Fig. 1: run 1, track usage over the die
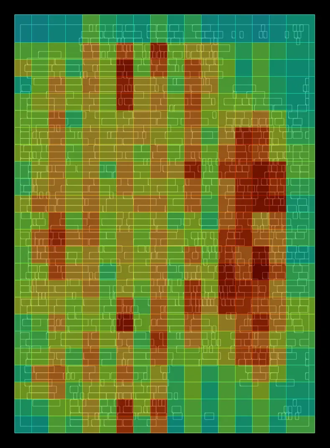
Fig. 2: run 1, placed cells, one colour a class
Bar = 20 um. Fill, decap, tap and diode cells in grey.
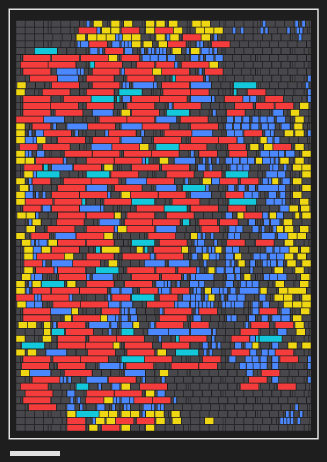
Fig. 3: run 1, the metal 4 layer
Bar = 20 um. Supply wires on this layer in grey.
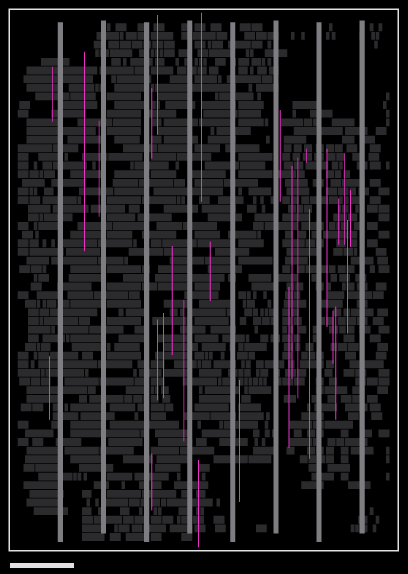
## src/rtl/writeback_unit.sv

```systemverilog
// Register-file write-side driver: arbitrates ALU results and buffered load returns
// onto the single write port and tracks pending destinations. Optional forwarding via WB_BYPASS_EN.
module writeback_unit #(
    parameter int LD_DEPTH = 4,
    parameter int XLEN     = 32
) (
    input  logic            clk,
    input  logic            rst,
    input  logic            issue_valid,
    input  logic [4:0]      issue_rd,
    input  logic            alu_valid,
    input  logic [4:0]      alu_rd,
    input  logic [XLEN-1:0] alu_result,
    input  logic            ld_valid,
    input  logic [4:0]      ld_rd,
    input  logic [XLEN-1:0] ld_data,
    output logic            ld_ready,
`ifdef WB_BYPASS_EN
    output logic            fwd_valid,
    output logic [4:0]      fwd_rd,
    output logic [XLEN-1:0] fwd_data,
`endif
    output logic            wr_en,
    output logic [31:0]     rd,
    output logic [XLEN-1:0] result,
    output logic [31:0]     busy,
    output logic            issue_err
);

    localparam int PW = (LD_DEPTH > 1) ? $clog2(LD_DEPTH) : 1;
    localparam int CW = PW + 1;
    localparam logic [CW-1:0] FULL_COUNT = CW'(LD_DEPTH);

    logic [XLEN+4:0] fifo_mem [LD_DEPTH];
    logic [PW-1:0]   wr_ptr;
    logic [PW-1:0]   rd_ptr;
    logic [CW-1:0]   count;

    logic            alu_sel;
    logic            fifo_pop;
    logic            fifo_push;
    logic            sel_valid;
    logic [4:0]      sel_rd;
    logic [XLEN-1:0] sel_data;
    logic [4:0]      rd_q;
    logic [31:0]     set_mask;
    logic [31:0]     clr_mask;
    logic            waw_hit;

    assign ld_ready  = (count != FULL_COUNT);
    assign fifo_push = ld_valid && ld_ready && (ld_rd != 5'd0);
    assign alu_sel   = alu_valid && (alu_rd != 5'd0);
    assign fifo_pop  = !alu_sel && (count != '0);

    // The ALU wins the write port; an x0 ALU result leaves the slot free for the FIFO head.
    always_comb begin
        sel_valid = 1'b0;
        sel_rd    = 5'd0;
        sel_data  = '0;
        if (alu_sel) begin
            sel_valid = 1'b1;
            sel_rd    = alu_rd;
            sel_data  = alu_result;
        end else if (fifo_pop) begin
            sel_valid = 1'b1;
            sel_rd    = fifo_mem[rd_ptr][XLEN+4:XLEN];
            sel_data  = fifo_mem[rd_ptr][XLEN-1:0];
        end
    end

    always_ff @(posedge clk) begin
        if (fifo_push) begin
            fifo_mem[wr_ptr] <= {ld_rd, ld_data};
        end
    end

    always_ff @(posedge clk) begin
        if (rst) begin
            wr_ptr <= '0;
            rd_ptr <= '0;
            count  <= '0;
        end else begin
            if (fifo_push) begin
                wr_ptr <= wr_ptr + 1'b1;
            end
            if (fifo_pop) begin
                rd_ptr <= rd_ptr + 1'b1;
            end
            case ({fifo_push, fifo_pop})
                2'b10:   count <= count + 1'b1;
                2'b01:   count <= count - 1'b1;
                default: count <= count;
            endcase
        end
    end

    // rd/result keep their last value on idle cycles; only wr_en drops.
    always_ff @(posedge clk) begin
        if (rst) begin
            wr_en  <= 1'b0;
            rd_q   <= 5'd0;
            result <= '0;
        end else begin
            wr_en <= sel_valid;
            if (sel_valid) begin
                rd_q   <= sel_rd;
                result <= sel_data;
            end
        end
    end

    assign rd = {27'd0, rd_q};

    assign waw_hit = issue_valid && (issue_rd != 5'd0) && busy[issue_rd];

    // A legal issue and a write to the same register in one cycle leaves it pending.
    always_comb begin
        set_mask = 32'd0;
        clr_mask = 32'd0;
        if (issue_valid && (issue_rd != 5'd0) && !busy[issue_rd]) begin
            set_mask[issue_rd] = 1'b1;
        end
        if (sel_valid) begin
            clr_mask[sel_rd] = 1'b1;
        end
    end

    always_ff @(posedge clk) begin
        if (rst) begin
            busy      <= 32'd0;
            issue_err <= 1'b0;
        end else begin
            busy      <= ((busy & ~clr_mask) | set_mask) & 32'hFFFF_FFFE;
            issue_err <= waw_hit;
        end
    end

`ifdef WB_BYPASS_EN
    assign fwd_valid = sel_valid && !rst;
    assign fwd_rd    = rst ? 5'd0 : sel_rd;
    assign fwd_data  = rst ? '0 : sel_data;
`endif

endmodule
```

## config.mk

```make
export PLATFORM = sky130hd
export DESIGN_NAME = writeback_unit
export DESIGN_NICKNAME = d
export VERILOG_FILES = /design/src/rtl/writeback_unit.sv
export SDC_FILE = /design/constraint.sdc
export NUM_CORES = 1
export LEC_CHECK = 0
export CAP_MARGIN = 15
export CORE_AREA = 2 2 120 168
export DETAILED_ROUTE_END_ITERATION = 6
export DIE_AREA = 0 0 122 170
export PLACE_DENSITY = 0.73
export SKIP_LAST_GASP = 1
export SYNTH_ARGS = -nofsm -noshare
export SYNTH_HDL_FRONTEND = slang
export SYNTH_SLANG_ARGS = --single-unit
```

## constraint.sdc

```tcl
create_clock -name clk -period 3.9 [get_ports clk]
set_input_delay 1.17 -clock clk [delete_from_list [all_inputs] [get_ports clk]]
set_output_delay 1.17 -clock clk [all_outputs]
set_load 0.05 [all_outputs]
```

==> impl_metrics.xml, run 1 <==
<?xml version="1.0" encoding="UTF-8"?>
<metrics>
  <group name="status">
    <metric name="run_status" unit="">complete, no violations</metric>
  </group>
  <group name="power_and_ir_drop">
    <metric name="total_leakage_power" unit="nW">4.01</metric>
    <metric name="swShare" unit="%">32.3</metric>
    <metric name="p_per_area" unit="nW/um^2">579</metric>
    <metric name="peakVddDrop" unit="mV">0.413</metric>
  </group>
  <group name="cts">
    <metric name="cts.htree.levels" unit="">1</metric>
    <metric name="clk_pin_slew_worst_paths" unit="ps">60</metric>
    <metric name="cts.repair_timing.setup_buffer_count" unit="">0</metric>
  </group>
  <group name="worst_hold_path">
    <metric name="timing.hold.worst_endpoint" unit="">result[9]</metric>
    <metric name="min_delay_path_depth" unit="">2</metric>
  </group>
  <group name="drt">
    <metric name="drc" unit="">0</metric>
    <metric name="drt-vias-per-instance" unit="">5.77</metric>
    <metric name="totalWireLength" unit="um">22800</metric>
  </group>
  <group name="global_routing">
    <metric name="maximum_number_of_pins_on_one_net_before_global_route_repair" unit="">50</metric>
    <metric name="initial_antenna_violation_count" unit="">1</metric>
    <metric name="residual_overflow_from_global_routing" unit="">0</metric>
    <metric name="vias_in_the_first_global_route" unit="">6551</metric>
  </group>
  <group name="logic_synthesis">
    <metric name="netlist_area" unit="um^2">9430</metric>
    <metric name="ys_cells" unit="">683</metric>
    <metric name="yosysWarnings" unit="">0</metric>
    <metric name="syn_area_per_cell" unit="um^2">13.8</metric>
    <metric name="synth_flops" unit="">227</metric>
    <metric name="netlist_instances" unit="">683</metric>
    <metric name="post_synth_mux_area_share" unit="%">10.6</metric>
    <metric name="ys_seq_share" unit="%">63.9</metric>
    <metric name="synthArstFlopShare" unit="%">0</metric>
    <metric name="synth.cellmix.xorXnorShare" unit="%">0.465</metric>
  </group>
  <group name="final_timing">
    <metric name="maxSlewHeadroom" unit="%">53.9</metric>
    <metric name="max_slew.worst_pin.slew" unit="ps">692</metric>
    <metric name="timing.final.max_slew_violations" unit="">0</metric>
    <metric name="fmax" unit="MHz">299</metric>
  </group>
  <group name="finish">
    <metric name="fin_cells" unit="">1106</metric>
    <metric name="fill_cells" unit="">1456</metric>
    <metric name="lay_top_cells" unit="">sky130_fd_sc_hd__clkdlybuf4s50_1, sky130_fd_sc_hd__edfxtp_1, sky130_fd_sc_hd__nand2_1</metric>
    <metric name="areaGrowthSynthToFinish" unit="%">26.0</metric>
  </group>
  <group name="setup_path">
    <metric name="timing.reg2reg.setup_slack" unit="ps">1170</metric>
    <metric name="crit_type" unit="">in -&gt; reg</metric>
    <metric name="critical-path-top-delay-family" unit="">buffers and inverters</metric>
    <metric name="critPathLaunchType" unit="">primary input</metric>
  </group>
  <group name="placement">
    <metric name="detailedPlacementHpwl" unit="um">16100</metric>
    <metric name="port_buffers" unit="">154</metric>
  </group>
  <group name="floorplanning">
    <metric name="fp-row-count" unit="">60</metric>
    <metric name="core_area" unit="um^2">19100</metric>
  </group>
</metrics>
About Fig. 1:
Global Route met2 Usage: 39.4%
total global-route track usage: 21.9%

About Fig. 2:
colour	class	cells
yellow	other buffers and delay cells	183
red	flops	227
cyan	clock drivers and dummy loads	37
blue	combinational and other logic	410

About Fig. 3:
share of all routed wire	4.3%
wire length on this layer	985 um
longest straight run	78.2 um
nets with wire on the layer	23
main direction	vertical

-- run 1: worst max-delay path by stage --
stage               end  cells after the start  slack (ps)   startpoint
2_1_floorplan  count[2]                      9         820    alu_rd[3]
3_3_place_gp   busy[26]                      8         270  issue_rd[0]
3_5_place_dp   busy[22]                      8          90  issue_rd[0]
4_1_cts         busy[3]                      8         580  issue_rd[0]
5_1_grt        busy[22]                      8         460  issue_rd[0]
6_report        busy[3]                      8         560  issue_rd[0]
-- run 1: synthesized netlist by cell type, drive strengths merged, types with 2 or more instances --
library cell / instances
nand3: 5
or3b: 2
or3: 5
inv: 9
nor3: 2
xnor2: 2
mux2: 3
dfxtp: 79
nor2: 53
clkbuf: 32
nand3b: 2
nand2: 86
xor2: 3
nor4b: 2
a32oi: 3
o32ai: 2
ha: 5
buf: 41
a311oi: 32
nand2b: 7
mux2i: 11
o311ai: 5
o22ai: 3
a22o: 2
o31ai: 33
or2: 6
edfxtp: 148
o211ai: 26
nor3b: 3
and2: 6
o21ai: 4
mux4: 38
a21oi: 6
a32o: 3
-- run 1: per-layer routing --
| metal | GRT usage (%) | vias to the layer above | wire length (um) | share of wire, % |
|---|---|---|---|---|
| li1 | - | 2892 | - | - |
| met1 | 25.1 | 3164 | 8450 | 37 |
| met2 | 39.4 | 264 | 11900 | 52 |
| met3 | 4.12 | 65 | 1420 | 6.2 |
| met4 | 9.60 | 0 | 985 | 4.3 |
| met5 | 0 | - | 0 | 0 |
-- run 1: layout make-up --
cell class,count,area (um^2),share of cell area [%]
Antenna cell,1,2.50,0.0211
Clock inverter,8,63.8,0.538
Tap cell,248,310,2.61
Multi-Input combinational cell,401,3070,25.8
Clock buffer,29,586,4.93
Inverter,9,33.8,0.285
Timing Repair Buffer,183,1780,15.0
Sequential cell,227,6030,50.8
-- run 1: power groups by stage --
stage | logic (W) | registers, W | clock network, W
final | 0.00197 | 0.00295 | 0.00196
after global routing | 0.00211 | 0.00297 | 0.00209
after CTS | 0.00199 | 0.00295 | 0.00200
after detailed placement | 0.00198 | 0.00300 | 0
after global placement | 0.00194 | 0.00299 | 0
after floorplan | 0.00105 | 0.00327 | 0
-- run 1: per-stage QoR --
stage | hold WS, ps | util, % | setup WS (ps) | total power, W | cell area [um^2]
2_1_floorplan | 480 | - | 821 | 0.00432 | 9530
3_3_place_gp | 467 | 58.6 | 270 | 0.00493 | 11200
3_5_place_dp | 473 | 58.6 | 93.2 | 0.00498 | 11200
4_1_cts | 484 | 62.0 | 581 | 0.00694 | 11900
5_1_grt | 496 | 62.0 | 460 | 0.00717 | 11900
6_report | 478 | 62.0 | 556 | 0.00687 | 11900
-- run 1: flip-flops by register name (all words and copies together), names as in the netlist, 2 cells and up, named ones only --
name and cells:
fifo_mem 148, rd_ptr 2, count 3, result 32, busy 31, wr_ptr 2, rd_q 5
-- run 1: worst reg2reg max path: stages (launching register included) --
cell,delay [ps]
sky130_fd_sc_hd__dfxtp_2,450
sky130_fd_sc_hd__buf_4,340
sky130_fd_sc_hd__mux4_2,600
sky130_fd_sc_hd__and4_1,240
sky130_fd_sc_hd__o2bb2ai_1,570
sky130_fd_sc_hd__o311ai_0,280
sky130_fd_sc_hd__o31ai_1,140
Fig. 4: run 1, metal 1
Supply wires on this layer in grey.
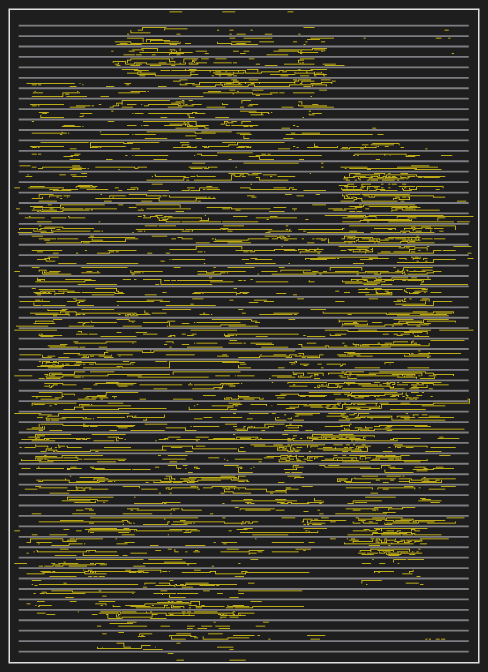

==> run 2, diff against run 1 <==
--- a/config.mk
+++ b/config.mk
@@ -9,7 +9,7 @@
 export CORE_AREA = 2 2 120 168
 export DETAILED_ROUTE_END_ITERATION = 6
 export DIE_AREA = 0 0 122 170
-export PLACE_DENSITY = 0.73
+export PLACE_DENSITY = 0.79
 export SKIP_LAST_GASP = 1
 export SYNTH_ARGS = -nofsm -noshare
 export SYNTH_HDL_FRONTEND = slang
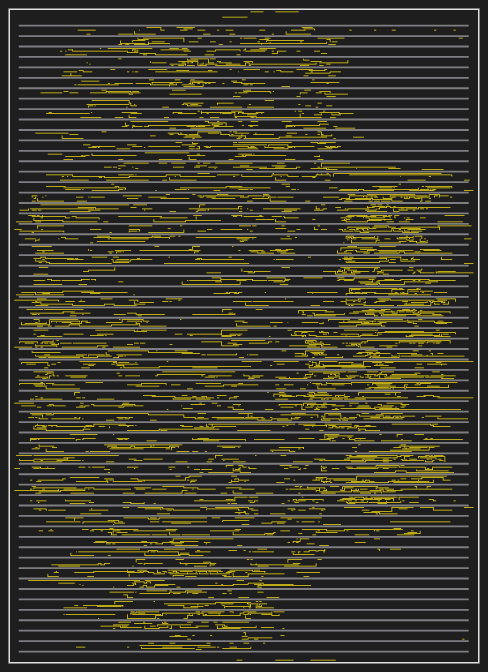
Fig. 5. Metal 1 (run 2).
Supply wires on this layer in grey.
longest straight run	29.0 um
main direction	horizontal
share of all routed wire	38%
wire length on this layer	8070 um
aggregate routed wire length: 21500 um
via count: 6326
global routing usage on met1: 24.4%

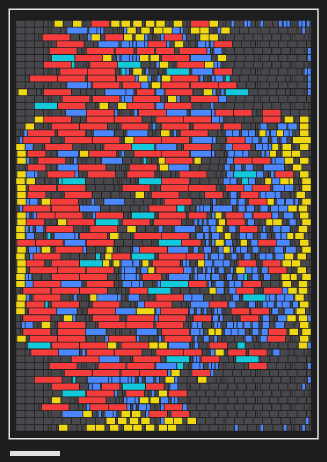
Fig. 6. Placed cells, one colour a class (run 2).
Bar = 20 um. Fill, decap, tap and diode cells in grey.
colour	class	cells
blue	combinational and other logic	410
red	flops	227
yellow	other buffers and delay cells	184
cyan	clock drivers and dummy loads	36
Floorplan Core Area: 19100 um^2
core utilization of the finished layout: 61.9%
post-route cell area: 11900 um^2

==> impl_metrics.xml, run 2 <==
<?xml version="1.0" encoding="UTF-8"?>
<metrics>
  <group name="global_routing">
    <metric name="initial_antenna_violation_count" unit="">2</metric>
    <metric name="grt.met3_usage" unit="%">3.52</metric>
    <metric name="maximum_number_of_pins_on_one_net_before_global_route_repair" unit="">49</metric>
    <metric name="vias_in_the_first_global_route" unit="">6257</metric>
  </group>
  <group name="final_timing">
    <metric name="maxSlewHeadroom" unit="%">55.0</metric>
    <metric name="fmax" unit="MHz">299</metric>
    <metric name="fin_ws" unit="ps">560</metric>
    <metric name="max_slew.worst_pin.slew" unit="ps">670</metric>
  </group>
  <group name="logic_synthesis">
    <metric name="synthArstFlopShare" unit="%">0</metric>
    <metric name="netlist_instances" unit="">683</metric>
    <metric name="syn_area_per_cell" unit="um^2">13.8</metric>
    <metric name="ys_seq_share" unit="%">63.9</metric>
    <metric name="ys_cells" unit="">683</metric>
    <metric name="netlist_area" unit="um^2">9430</metric>
    <metric name="synth_flops" unit="">227</metric>
    <metric name="yosysWarnings" unit="">0</metric>
  </group>
  <group name="setup_path">
    <metric name="critPathLaunchType" unit="">primary input</metric>
    <metric name="crit_type" unit="">in -&gt; reg</metric>
  </group>
  <group name="power_and_ir_drop">
    <metric name="peakVddDrop" unit="mV">0.427</metric>
    <metric name="p_per_area" unit="nW/um^2">573</metric>
  </group>
  <group name="placement">
    <metric name="pre_cts_slack" unit="ps">108</metric>
  </group>
  <group name="finish">
    <metric name="layout_top_registers" unit="">fifo_mem x148, result x32, busy x31</metric>
    <metric name="largest_register_ff_count" unit="">148</metric>
    <metric name="seq_area" unit="um^2">6030</metric>
    <metric name="lay_top_cells" unit="">sky130_fd_sc_hd__clkdlybuf4s50_1, sky130_fd_sc_hd__edfxtp_1, sky130_fd_sc_hd__nand2_1</metric>
    <metric name="area.combinational" unit="um^2">3070</metric>
    <metric name="largest_register" unit="">fifo_mem</metric>
    <metric name="fill_cells" unit="">1467</metric>
  </group>
  <group name="drt">
    <metric name="drc" unit="">0</metric>
    <metric name="drt-vias-per-instance" unit="">5.72</metric>
  </group>
  <group name="status">
    <metric name="run_status" unit="">complete, no violations</metric>
  </group>
</metrics>
-- run 2: power groups by stage --
stage	sequential (W)	combinational [W]	clock, W
floorplan	0.00327	0.00105	0
global placement	0.00300	0.00194	0
detailed placement	0.00302	0.00195	0
CTS	0.00297	0.00196	0.00193
global route	0.00299	0.00208	0.00204
finish	0.00296	0.00194	0.00190
-- run 2: worst paths after layout --
path	cells past startpoint	slack [ps]	startpoint	endpoint
max	10	560	alu_rd[2]	count[2]
min	2	480	result[21]	result[21]
max reg2reg	6	1280	flop	busy[4]
min reg2reg	2	480	result[21]	result[21]
-- run 2: stage by stage --
step / std cells / power [W] / hold slack (ps)
CTS: 1105 / 0.00686 / 480
global route: 1106 / 0.00711 / 500
floorplan: 710 / 0.00432 / 480
global placement: 1069 / 0.00494 / 465
detailed placement: 1069 / 0.00497 / 472
finish: 1106 / 0.00680 / 478
-- run 2: cell families after synthesis --
| logic type | after synthesis | share of synthesized area, % |
|---|---|---|
| flip-flops | 227 | 63.9 |
| AND/OR/NAND/NOR | 184 | 8.75 |
| AND-OR/OR-AND | 126 | 10.5 |
| buffers and inverters | 82 | 4.79 |
| multiplexers | 52 | 10.6 |
| adder cells (fa/ha/maj) | 6 | 0.876 |
| XOR/XNOR | 5 | 0.465 |
| other | 1 | 0.0398 |
-- run 2: layer usage --
layer	share of wire [%]	routed length [um]
met1	38	8070
met4	3.6	763
met2	53	11300
met5	0.061	13
met3	6.3	1340
-- run 2: critical path: cells and delay by family --
kind,cells,cell delay [ps]
buffers and inverters,3,740
AOI/OAI and AO/OA,2,610
adders and majority gates,2,570
and+or+nand+nor,2,500
xor gates and xnor gates,1,160
-- run 2: cell type report --
type	count	share of cell area (%)
clock buffers	25	4.56
clock inverters	11	0.749
flip-flops and latches	227	50.8
multi-input cells	401	25.9
well taps	248	2.62
diodes	1	0.0211
inverters	9	0.285
repair buffers	184	15.1
==> run 3, diff against run 2 <==
--- a/config.mk
+++ b/config.mk
@@ -7,6 +7,7 @@
 export LEC_CHECK = 0
 export CAP_MARGIN = 15
 export CORE_AREA = 2 2 120 168
+export CTS_CLUSTER_SIZE = 40
 export DETAILED_ROUTE_END_ITERATION = 6
 export DIE_AREA = 0 0 122 170
 export PLACE_DENSITY = 0.79
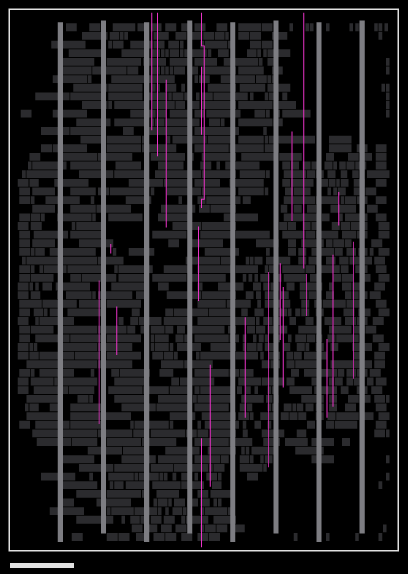
Fig. 7. The metal 4 layer (run 3).
Bar = 20 um. Supply wires on this layer in grey.
share of all routed wire	3.6%
wire length on this layer	763 um

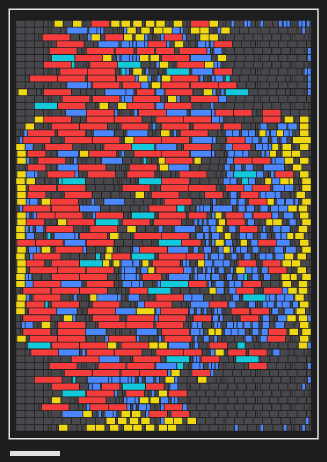
Fig. 8. Placed cells, one colour a class (run 3).
Bar = 20 um. Fill, decap, tap and diode cells in grey.
colour	class	cells
red	flops	227
blue	combinational and other logic	410
yellow	other buffers and delay cells	184
cyan	clock drivers and dummy loads	36

==> impl_metrics.xml, run 3 <==
<?xml version="1.0" encoding="UTF-8"?>
<metrics>
  <group name="setup_path">
    <metric name="crit-reg2reg-capture" unit="">busy[4]</metric>
    <metric name="critPathLaunchType" unit="">primary input</metric>
    <metric name="worst_r2r_path_depth" unit="">6</metric>
    <metric name="crit_type" unit="">in -&gt; reg</metric>
    <metric name="worstPathRequired" unit="ps">4310</metric>
    <metric name="critical-path-top-delay-family" unit="">buffers and inverters</metric>
    <metric name="path_buffers" unit="">3</metric>
  </group>
  <group name="drt">
    <metric name="vias" unit="">6326</metric>
    <metric name="totalWireLength" unit="um">21500</metric>
    <metric name="drt-vias-per-instance" unit="">5.72</metric>
    <metric name="drc" unit="">0</metric>
  </group>
  <group name="logic_synthesis">
    <metric name="synth.logic.top_family" unit="">multiplexers</metric>
    <metric name="syn_area_per_cell" unit="um^2">13.8</metric>
    <metric name="synth_adder_area_share" unit="%">0.876</metric>
    <metric name="yosys.area_share.simple" unit="%">8.75</metric>
    <metric name="post_synth_mux_area_share" unit="%">10.6</metric>
    <metric name="netlist_instances" unit="">683</metric>
    <metric name="synth_flops" unit="">227</metric>
    <metric name="synth.cellmix.xorXnorShare" unit="%">0.465</metric>
    <metric name="yosysWarnings" unit="">0</metric>
    <metric name="ys_seq_share" unit="%">63.9</metric>
    <metric name="synthArstFlopShare" unit="%">0</metric>
    <metric name="synth_area_in_compound_gates" unit="%">10.5</metric>
  </group>
  <group name="worst_hold_path">
    <metric name="min_delay_path_depth" unit="">2</metric>
    <metric name="timing.hold.worst_endpoint" unit="">result[21]</metric>
  </group>
  <group name="final_timing">
    <metric name="max_slew.worst_pin.slew" unit="ps">670</metric>
    <metric name="fmax" unit="MHz">299</metric>
  </group>
  <group name="finish">
    <metric name="stdcell_area" unit="um^2">11900</metric>
    <metric name="largest_register_ff_count" unit="">148</metric>
    <metric name="largest_register" unit="">fifo_mem</metric>
  </group>
  <group name="cts">
    <metric name="cts_tree" unit="">yes</metric>
  </group>
  <group name="global_routing">
    <metric name="initial_antenna_violation_count" unit="">2</metric>
    <metric name="maximum_number_of_pins_on_one_net_before_global_route_repair" unit="">49</metric>
  </group>
  <group name="status">
    <metric name="run_status" unit="">complete, no violations</metric>
  </group>
  <group name="power_and_ir_drop">
    <metric name="fin_total_pwr" unit="W">0.00680</metric>
  </group>
  <group name="floorplanning">
    <metric name="core_area" unit="um^2">19100</metric>
  </group>
</metrics>
run 3: worst register-to-register path, delay by kind of cell (launching register included):
| kind | cells | cell delay [ps] |
|---|---|---|
| AND-OR/OR-AND | 3 | 800 |
| AND/OR/NAND/NOR | 2 | 480 |
| flip-flops | 1 | 640 |
| multiplexers | 1 | 580 |
run 3: kinds of logic after synthesis:
logic type,count (synthesis)
mux,52
xor+xnor,5
flops,227
compound gates,126
fa+ha+maj,6
simple gates,184
other cells,1
buf+inv,82
run 3: cell type report:
class / count / area [um^2]
Antenna cell: 1 / 2.50
Clock buffer: 25 / 541
Clock inverter: 11 / 88.8
Fill cell: 1467 / 7280
Inverter: 9 / 33.8
Multi-Input combinational cell: 401 / 3070
Sequential cell: 227 / 6030
Tap cell: 248 / 310
Timing Repair Buffer: 184 / 1790
run 3: per-stage QoR:
step	worst slack, ps	util (%)	std cells	hold WS (ps)
finish	560	61.9	1106	478
CTS	603	61.9	1105	480
global route	405	61.9	1106	500
detailed placement	108	58.6	1069	472
global placement	192	58.6	1069	465
floorplan	821	-	710	480
run 3: report_power, final:
| part | leakage [nW] | switching, W | total [W] | internal (W) |
|---|---|---|---|---|
| Sequential | 2.01 | 0.000134 | 0.00296 | 0.00283 |
| Clock | 0.303 | 0.000837 | 0.00190 | 0.00106 |
| Combinational | 1.69 | 0.00123 | 0.00194 | 0.000706 |
| Total | 4.00 | 0.00220 | 0.00680 | 0.00459 |
run 3: how the worst max path moves through the flow:
stage	to	slack [ps]	from	cells past startpoint
after floorplan	count[2]	820	alu_rd[3]	9
after global placement	count[2]	190	alu_rd[2]	10
after detailed placement	count[2]	110	alu_rd[2]	10
after CTS	count[2]	600	alu_rd[2]	10
after global routing	count[2]	410	alu_rd[2]	10
final	count[2]	560	alu_rd[2]	10
run 3: layer usage:
layer,routed length [um],global-route usage [%],vias up
met5,13,0,-
met4,763,8.00,2
met3,1340,3.52,51
met2,11300,37.1,255
met1,8070,24.4,3119
li1,-,-,2899
No activity file was given, so power comes from the tool's default toggle rates.
